## src/rtl/vc_arbiter_rr.sv

```systemverilog
// Virtual-channel arbiter: picks one non-empty VC FIFO (round-robin or
// fixed priority) and pops a burst of up to burst_len words from it,
// honouring downstream almost-full backpressure.
module vc_arbiter_rr #(
  parameter int unsigned NUM_CH  = 4,
  parameter int unsigned IDX_W   = $clog2(NUM_CH),
  parameter int unsigned BURST_W = 3
) (
  input  logic               clk,
  input  logic               rst,
  input  logic               enb,
  input  logic [NUM_CH-1:0]  empty_vchannel,
  input  logic               prio_mode,
  input  logic [BURST_W-1:0] burst_len,
  input  logic               dest_almost_full,
  output logic [NUM_CH-1:0]  pop,
  output logic [NUM_CH-1:0]  valid_channel,
  output logic [IDX_W-1:0]   grant_idx,
  output logic               busy
);

  typedef enum logic {
    IDLE  = 1'b0,
    BURST = 1'b1
  } state_t;

  state_t             state;
  logic [IDX_W-1:0]   last_grant;
  logic [BURST_W-1:0] burst_cnt;

  logic [NUM_CH-1:0]  req;
  logic               has_req;
  logic               rr_found;
  logic [IDX_W-1:0]   rr_idx;
  logic               pr_found;
  logic [IDX_W-1:0]   pr_idx;
  logic [IDX_W-1:0]   win_idx;
  logic [NUM_CH-1:0]  win_oh;
  logic [NUM_CH-1:0]  grant_oh;
  logic               grant_empty;
  logic               pop_ok;
  logic [BURST_W-1:0] limit;
  logic               last_pop;

  assign req     = ~empty_vchannel;
  assign has_req = |req;

  // Round-robin search starting just after the previous winner, wrapping
  // modulo NUM_CH so out-of-range indices never appear.
  always_comb begin
    rr_found = 1'b0;
    rr_idx   = '0;
    for (int unsigned off = 1; off <= NUM_CH; off++) begin
      if (!rr_found && req[(32'(last_grant) + off) % NUM_CH]) begin
        rr_found = 1'b1;
        rr_idx   = IDX_W'((32'(last_grant) + off) % NUM_CH);
      end
    end
  end

  // Fixed-priority search: lowest requesting index wins.
  always_comb begin
    pr_found = 1'b0;
    pr_idx   = '0;
    for (int unsigned i = 0; i < NUM_CH; i++) begin
      if (!pr_found && req[i]) begin
        pr_found = 1'b1;
        pr_idx   = IDX_W'(i);
      end
    end
  end

  assign win_idx = prio_mode ? pr_idx : rr_idx;

  // One-hot decodes of the arbitration winner and the held grant.
  always_comb begin
    win_oh   = '0;
    grant_oh = '0;
    for (int unsigned i = 0; i < NUM_CH; i++) begin
      win_oh[i]   = (32'(win_idx) == i);
      grant_oh[i] = (32'(grant_idx) == i);
    end
  end

  assign grant_empty = |(grant_oh & empty_vchannel);

  // Zero-latency pop toward the granted VC; reset kills it immediately.
  assign pop_ok = (state == BURST) && enb && !dest_almost_full && !grant_empty && !rst;
  assign pop    = pop_ok ? grant_oh : '0;

  // burst_len of 0 behaves as 1, so both map to a limit of 0.
  assign limit    = (burst_len == '0) ? '0 : burst_len - BURST_W'(1);
  assign last_pop = pop_ok && (burst_cnt == limit);

  // Arbitration / burst state machine with registered grant outputs.
  always_ff @(posedge clk or posedge rst) begin
    if (rst) begin
      state         <= IDLE;
      last_grant    <= IDX_W'(NUM_CH - 1);
      burst_cnt     <= '0;
      valid_channel <= '0;
      grant_idx     <= '0;
      busy          <= 1'b0;
    end else if (enb) begin
      case (state)
        IDLE: begin
          if (!dest_almost_full && has_req) begin
            grant_idx     <= win_idx;
            valid_channel <= win_oh;
            busy          <= 1'b1;
            burst_cnt     <= '0;
            state         <= BURST;
          end
        end
        BURST: begin
          // An empty granted VC ends the burst even under backpressure.
          if (grant_empty || last_pop) begin
            last_grant    <= grant_idx;
            valid_channel <= '0;
            busy          <= 1'b0;
            state         <= IDLE;
          end else if (pop_ok) begin
            burst_cnt <= burst_cnt + BURST_W'(1);
          end
        end
        default: state <= IDLE;
      endcase
    end
  end

endmodule

```

## config.mk

```make
export PLATFORM = sky130hd
export DESIGN_NAME = vc_arbiter_rr
export DESIGN_NICKNAME = d
export VERILOG_FILES = /design/src/rtl/vc_arbiter_rr.sv
export SDC_FILE = /design/constraint.sdc
export NUM_CORES = 1
export LEC_CHECK = 0
export ABC_AREA = 1
export CAP_MARGIN = 20
export CORE_ASPECT_RATIO = 1.4
export CORE_MARGIN = 8
export CORE_UTILIZATION = 35
export DETAILED_ROUTE_END_ITERATION = 10
export MAX_ROUTING_LAYER = met4
export PLACE_DENSITY = 0.61
export SETUP_SLACK_MARGIN = 0.4
export SLEW_MARGIN = 10
export SYNTH_ARGS = -nofsm -noshare
export SYNTH_HDL_FRONTEND = slang
export SYNTH_SLANG_ARGS = --single-unit
```

## constraint.sdc

```tcl
create_clock -name clk -period 1.8 [get_ports clk]
set_clock_uncertainty 0.05 [all_clocks]
set_input_delay 0.36 -clock clk [delete_from_list [all_inputs] [get_ports clk]]
set_output_delay 0.36 -clock clk [all_outputs]
set_load 0.01 [all_outputs]
```

==> reports/qor.tcl, run 1 <==
set qor(area_of_the_mapped_netlist_um2) 919.6
set qor(timing.final.setup_violations) 4
set qor(min_period_ps) 1875
set qor(status) {complete, but fails checks}
set qor(detail_route.vias_per_cell) 4.833
set qor(reg2reg_depth) 11
set qor(worst_slack_ps) -74.55
set qor(yosys_warnings) 0
set qor(power_switching_w) 0.0007721
set qor(wl_met2_mm) 1.816
set qor(initialDrtViolationCount) 25
set qor(grt_pass1_wl_mm) 4.823
set qor(maxClockFrequency_mhz) 533.5
set qor(slowest_delay_ps) 450
set qor(timing_hold_violations_final) 0
set qor(failed_checks) {negative setup slack}
set qor(fin_area_um2) 1599
set qor(synth-adder-area-share_pct) 4.082
set qor(ys_chip_area_um2) 919.6
set qor(synth-seq-cells) 13
set qor(grtUsageMet1_pct) 13.60
set qor(largest_net_degree_at_the_start_of_global_routing) 14
set qor(met3_wirelength_um) 91
set qor(number_of_enable_type_register_cells_in_the_synthesized_netlist) 0
set qor(drtPass1Iterations) 4
set qor(timing.slew.headroom_pct) 67.17
set qor(fin_hold_ws_ps) 323.6
set qor(track_usage_pct) 13.59
set qor(cts_max_level) 1
set qor(finalCritPeriodShare_pct) 104.1
set qor(power_switching_share_pct) 44.01
set qor(crit_cells) 6
set qor(logic_area_um2) 668.1
set qor(ff2ff_setup_slack_ps) 200
set qor(power_w) 0.001754
set qor(final_layout_size_suffix_gt1_share_pct) 48.99
set qor(endpoint_kind) {primary output}
set qor(postSynth.asyncResetShare_pct) 100.0
set qor(synthXorXnorAreaFrac_pct) 0.9524
set qor(warning_count) 31
set qor(ys_top_cells_by_count) {nand2_1, inv_1, dfrtp_1}
set qor(powerDensity_nw_per_um2) 1097
set qor(die_x_um) 59.32
set qor(crit_path_cell_trace) {nand3_1, nand2_2, nor3_4, inv_2, nor3_2, buf_2}
set qor(grt_use_met3_pct) 1.669
-- run 1: cell type report --
type | instances | share of cell area (%)
multi-input combinational | 106 | 41.78
timing repair buffer | 53 | 27.70
sequential | 13 | 20.66
inverter | 22 | 5.321
tap | 36 | 2.817
clock buffer | 3 | 1.408
clock inverter | 1 | 0.3130
-- run 1: timing repair --
| action | in CTS | in global routing |
|---|---|---|
| gates resized | 71 | 33 |
| buffers inserted | 7 | 5 |
| endpoints found under the setup margin | 24 | 20 |
| pin swaps | 29 | 14 |
-- run 1: flip-flops by register name (all words and copies together), names as in the netlist --
register,cells
busy,1
burst_cnt,3
grant_idx,2
valid_channel,4
last_grant,2
state,1
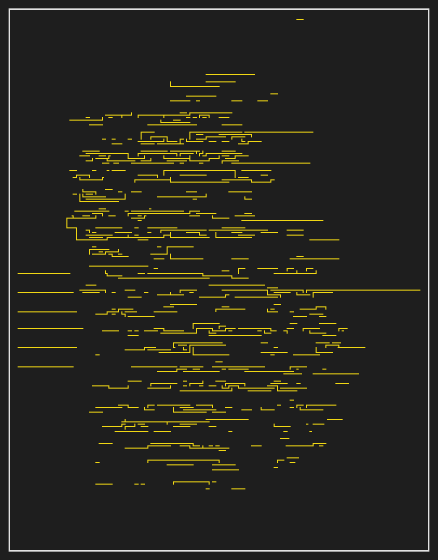
*Met1 routing, run 1*
wire length on this layer: 1,110 µm
share of all routed wire: 37%
longest straight run: 16.1 µm
nets with wire on the layer: 191
main direction: horizontal

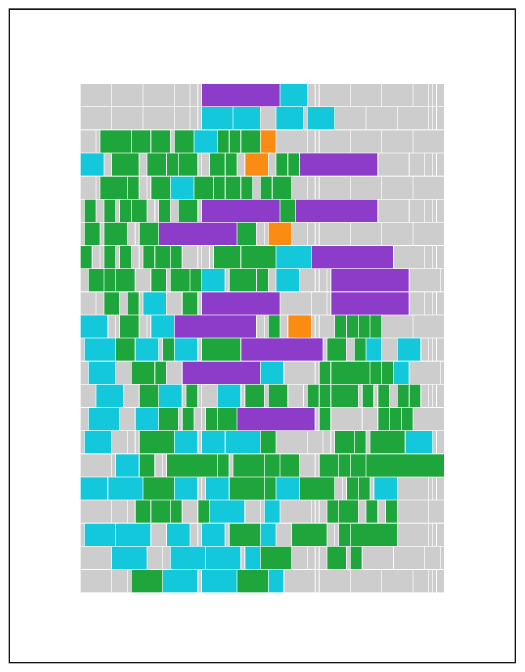
*Placement by cell class, run 1*
Fill, decap, tap and diode cells in grey.
| colour | class | cells |
|---|---|---|
| cyan | other buffers and delay cells | 53 |
| purple | flip-flops | 13 |
| green | all other logic | 128 |
| orange | clock drivers and dummy loads | 4 |

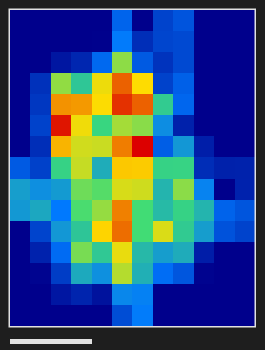
*Wiring heat map, run 1*
The bar under the picture is 20 µm long. 12 x 15 tiles, from dark blue (low) to red (high), scaled to the fullest tile. Values are wire area over tile area, all layers added.
fullest tile: 0.40
emptiest ninth of the die: top right
mean over tiles: 0.10
densest ninth of the die: middle

--- run 2 (diff from run 1) ---
GPL_TIMING_DRIVEN = 0   (was unset)
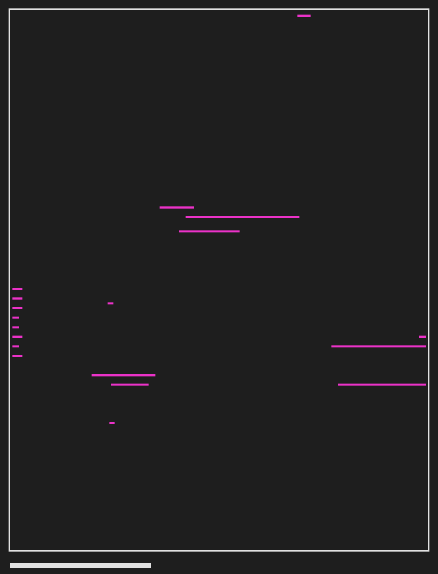
*The metal 3 layer, run 2*
The bar under the picture is 20 µm long.
longest straight run: 15.9 µm
nets with wire on the layer: 16
main direction: horizontal
share of all routed wire: 2.8%

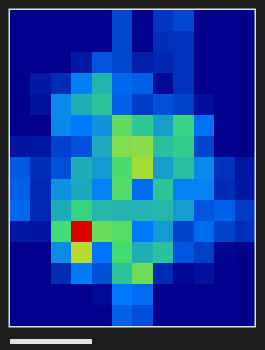
*Wiring heat map, run 2*
The bar under the picture is 20 µm long. 12 x 15 tiles, from dark blue (low) to red (high), scaled to the fullest tile. Values are wire area over tile area, all layers added.
fullest tile: 0.57
mean over tiles: 0.096
emptiest ninth of the die: top right
densest ninth of the die: middle
nearly empty tiles: 37%

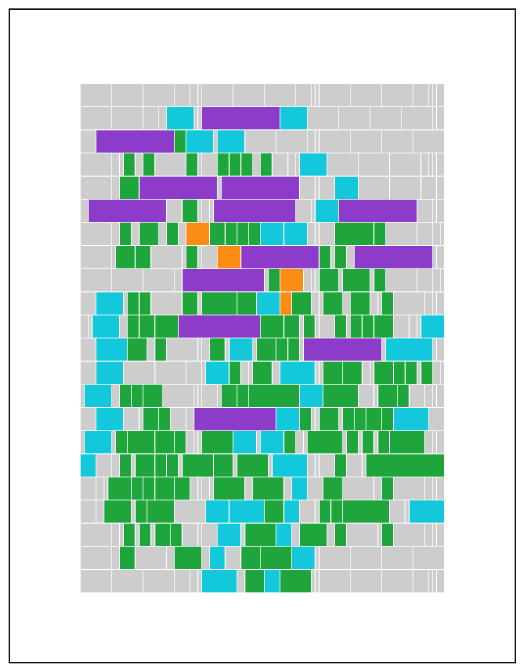
*Placement by cell class, run 2*
Fill, decap, tap and diode cells in grey.
| colour | class | cells |
|---|---|---|
| purple | flip-flops | 13 |
| green | all other logic | 128 |
| orange | clock drivers and dummy loads | 4 |
| cyan | other buffers and delay cells | 40 |
post-layout utilization of the core: 57.43%
fraction of standard cell area that is sequential: 22.47%
area of the core region: 2560 µm²
num rows: 22
total non-filler cell area in the finished layout: 1470 µm²

==> run 2 against run 1 <==
Clock power hardly changed. Sequential power decreased by 0.8%. The flow still finishes with violations (negative setup slack). Wire length shrank 7.6%. Largest power group unchanged. Area after synthesis unchanged. Worst setup slack worse by 17 ps. Critical path type unchanged. Critical endpoint is now pop[2].
==> reports/qor.tcl, run 2 <==
set qor(status) {complete, but fails checks} ;# unchanged
set qor(failed_checks) {negative setup slack} ;# unchanged
set qor(endpoint_kind) {primary output} ;# unchanged
set qor(finalCritPeriodShare_pct) 105.1 ;# was 104.1%
set qor(ys_chip_area_um2) 919.6 ;# unchanged
set qor(nNonClkBuffers) 40 ;# was 53
set qor(timing.final.setup_violations) 4 ;# unchanged
set qor(crit_cells) 7 ;# was 6
set qor(die_x_um) 59.32 ;# unchanged
set qor(reg2reg_depth) 10 ;# was 11
set qor(detail_route.vias_per_cell) 4.869 ;# was 4.833
set qor(cts_max_level) 1 ;# unchanged
set qor(registers_with_the_most_flip_flops) {valid_channel (4), burst_cnt (3)} ;# unchanged
set qor(min_period_ps) 1892 ;# was 1875 ps
set qor(largest-register) {valid_channel} ;# unchanged
set qor(synthXorXnorAreaFrac_pct) 0.9524 ;# unchanged
set qor(warning_count) 31 ;# unchanged
set qor(worst_slack_ps) -91.96 ;# was -74.55 ps
set qor(initialDrtViolationCount) 21 ;# was 25
set qor(synth-seq-cells) 13 ;# unchanged
[run 2: netlist changes by cell type in the layout (fill, tap and decap cells not counted), moves of 2 or more]
cell | previous run | this run
nand2_1 | 33 | 40
buf_4 | 23 | 15
buf_6 | 10 | 4
nor2_2 | 2 | 4
nor2_1 | 6 | 4
inv_2 | 6 | 4
nand2_2 | 20 | 15
nand2_4 | 2 | 0
clkdlybuf4s15_2 | 0 | 2
clkdlybuf4s15_1 | 3 | 0
[run 2: power breakdown]
part / switching [W] / internal, W
clock: 0.0000943 / 0.0000857
sequential: 0.000104 / 0.000406
combinational: 0.000500 / 0.000414
[run 2: timing repair]
action                                  CTS  global route
resized                                  75            19
endpoints found under the setup margin   24            18
endpoints found under the hold margin     0             0
setup buffers                            12             6
pin swaps                                16            10
--- run 3 (diff from run 2) ---
CAP_MARGIN = unset   (was 20)
CORE_MARGIN = 2   (was 8)
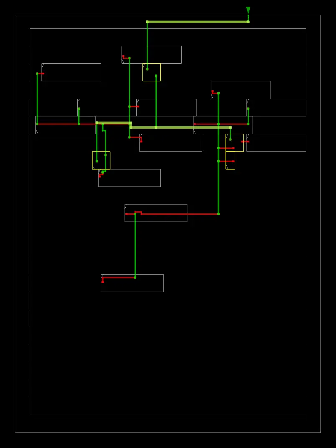
*The clock network, run 3*
clock group total power: 0.000186 W
number of clock buffer instances in the layout: 4
flip-flop and latch count: 13

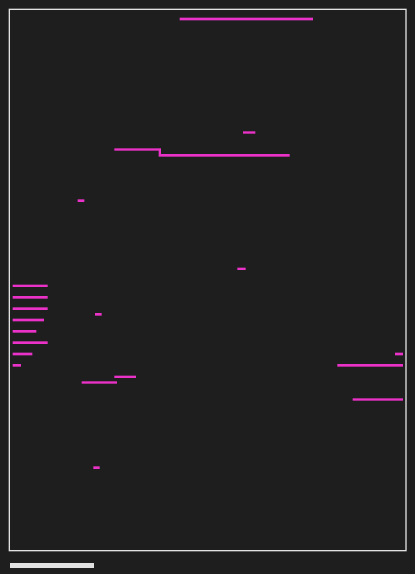
*The metal 3 layer, run 3*
The bar under the picture is 10 µm long.
share of all routed wire: 2.8%
wire length on this layer: 84.2 µm
longest straight run: 15.6 µm
main direction: horizontal

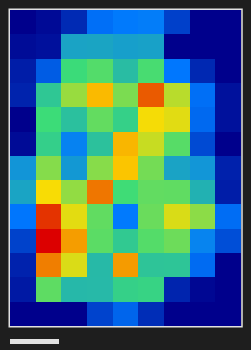
*Wiring heat map, run 3*
The bar under the picture is 10 µm long. 9 x 13 tiles, from dark blue (low) to red (high), scaled to the fullest tile. Values are wire area over tile area, all layers added.
mean over tiles: 0.15
densest ninth of the die: middle
fullest tile: 0.44
tiles over half the peak: 33%
GRT Overall Usage: 21.83%
via count: 1,122
Total Wirelength: 3.024 mm
WL per Instance: 12.92 µm

==> run 3 against run 2 <==
The run still ends with negative setup slack left. Clock-buffer cell count did not move. Final cell count rose by 5.9%. Maximum frequency fell by 0.25%. Sequential power rose by 1%. Via count rose by 4.3%. First-iteration DRC count fell by 4.8%. Worst setup slack got worse by 4.8 ps. Hold slack got worse by 19 ps. Core utilization rose by 5.8 points. Critical endpoint is now pop[1].
==> reports/qor.tcl, run 3 <==
set qor(status) {complete, but fails checks} ;# unchanged
set qor(failed_checks) {negative setup slack} ;# unchanged
set qor(fin_hold_ws_ps) 203.2 ;# was 222.5 ps
set qor(nNonClkBuffers) 53 ;# was 40
set qor(postSynth.asyncResetShare_pct) 100.0 ;# unchanged
set qor(min_period_ps) 1897 ;# was 1892 ps
set qor(ys_top_cells_by_count) {nand2_1, inv_1, dfrtp_1} ;# unchanged
set qor(logic_area_um2) 673.1 ;# was 649.4 µm²
set qor(detail_route.vias_per_cell) 4.795 ;# was 4.869
set qor(placement_rows) 22 ;# unchanged
set qor(crit_path_cell_trace) {nand2_2, inv_2, nand2_4, nor3_4, inv_2, nor3_2, buf_2} ;# was inv_4, nand3_2, nand2_2, nor3_4, inv_2, nor3_2, buf_2
set qor(largest-register) {valid_channel} ;# unchanged
set qor(grt_pass1_wl_mm) 4.802 ;# was 4.636 mm
set qor(grtUsageMet1_pct) 22.78 ;# was 12.45%
set qor(powerDensity_nw_per_um2) 1147 ;# was 1091 nW/µm²
set qor(seq_share_pct) 20.40 ;# was 22.47%
set qor(final_layout_clock_cell_area_share_pct) 1.623 ;# was 1.787%
set qor(final_layout_size_suffix_gt1_share_pct) 48.48 ;# was 43.24%
set qor(worst_slack_ps) -96.79 ;# was -91.96 ps
set qor(number_of_enable_type_register_cells_in_the_synthesized_netlist) 0 ;# unchanged
set qor(timing.final.setup_violations) 4 ;# unchanged
set qor(largestClassByArea) {logic gates} ;# unchanged
set qor(warning_count) 31 ;# unchanged
set qor(met3_wirelength_um) 84 ;# was 78 µm
set qor(cts.repair_timing.setup_buffer_count) 26 ;# was 12
set qor(number_of_gates_resized_after_cts) 84 ;# was 75
set qor(n_tap_cell) 36 ;# unchanged
set qor(largest_reg_flops) 4 ;# unchanged
## run 3: final timing paths
path	start	to	slack, ps	cells after the start
worst min register to register	busy	busy	430	2
max in group asynchronous	rst	grant_idx[1]	1120	2
worst max-delay path	state	pop[1]	-100	7
min in group clk	busy	busy	430	2
worst min-delay path	rst	burst_cnt[2]	200	2
worst max register to register	grant_idx[1]	burst_cnt[0]	20	14
## run 3: cell families after synthesis
family                     after synthesis  share of synthesized area [%]
DFF                                     13                          35.65
xor gates and xnor gates                 1                         0.9526
buffers and inverters                   22                          8.980
AOI/OAI and AO/OA                       14                          8.571
and+or+nand+nor                         88                          41.77
adders and majority gates                3                          4.082
## run 3: power by group
group	switching, W	internal (W)
registers	0.000109	0.000407
clock network	0.0000995	0.0000860
logic	0.000600	0.000557
Power figures rest on the tool's default switching activity, not on a simulated workload.
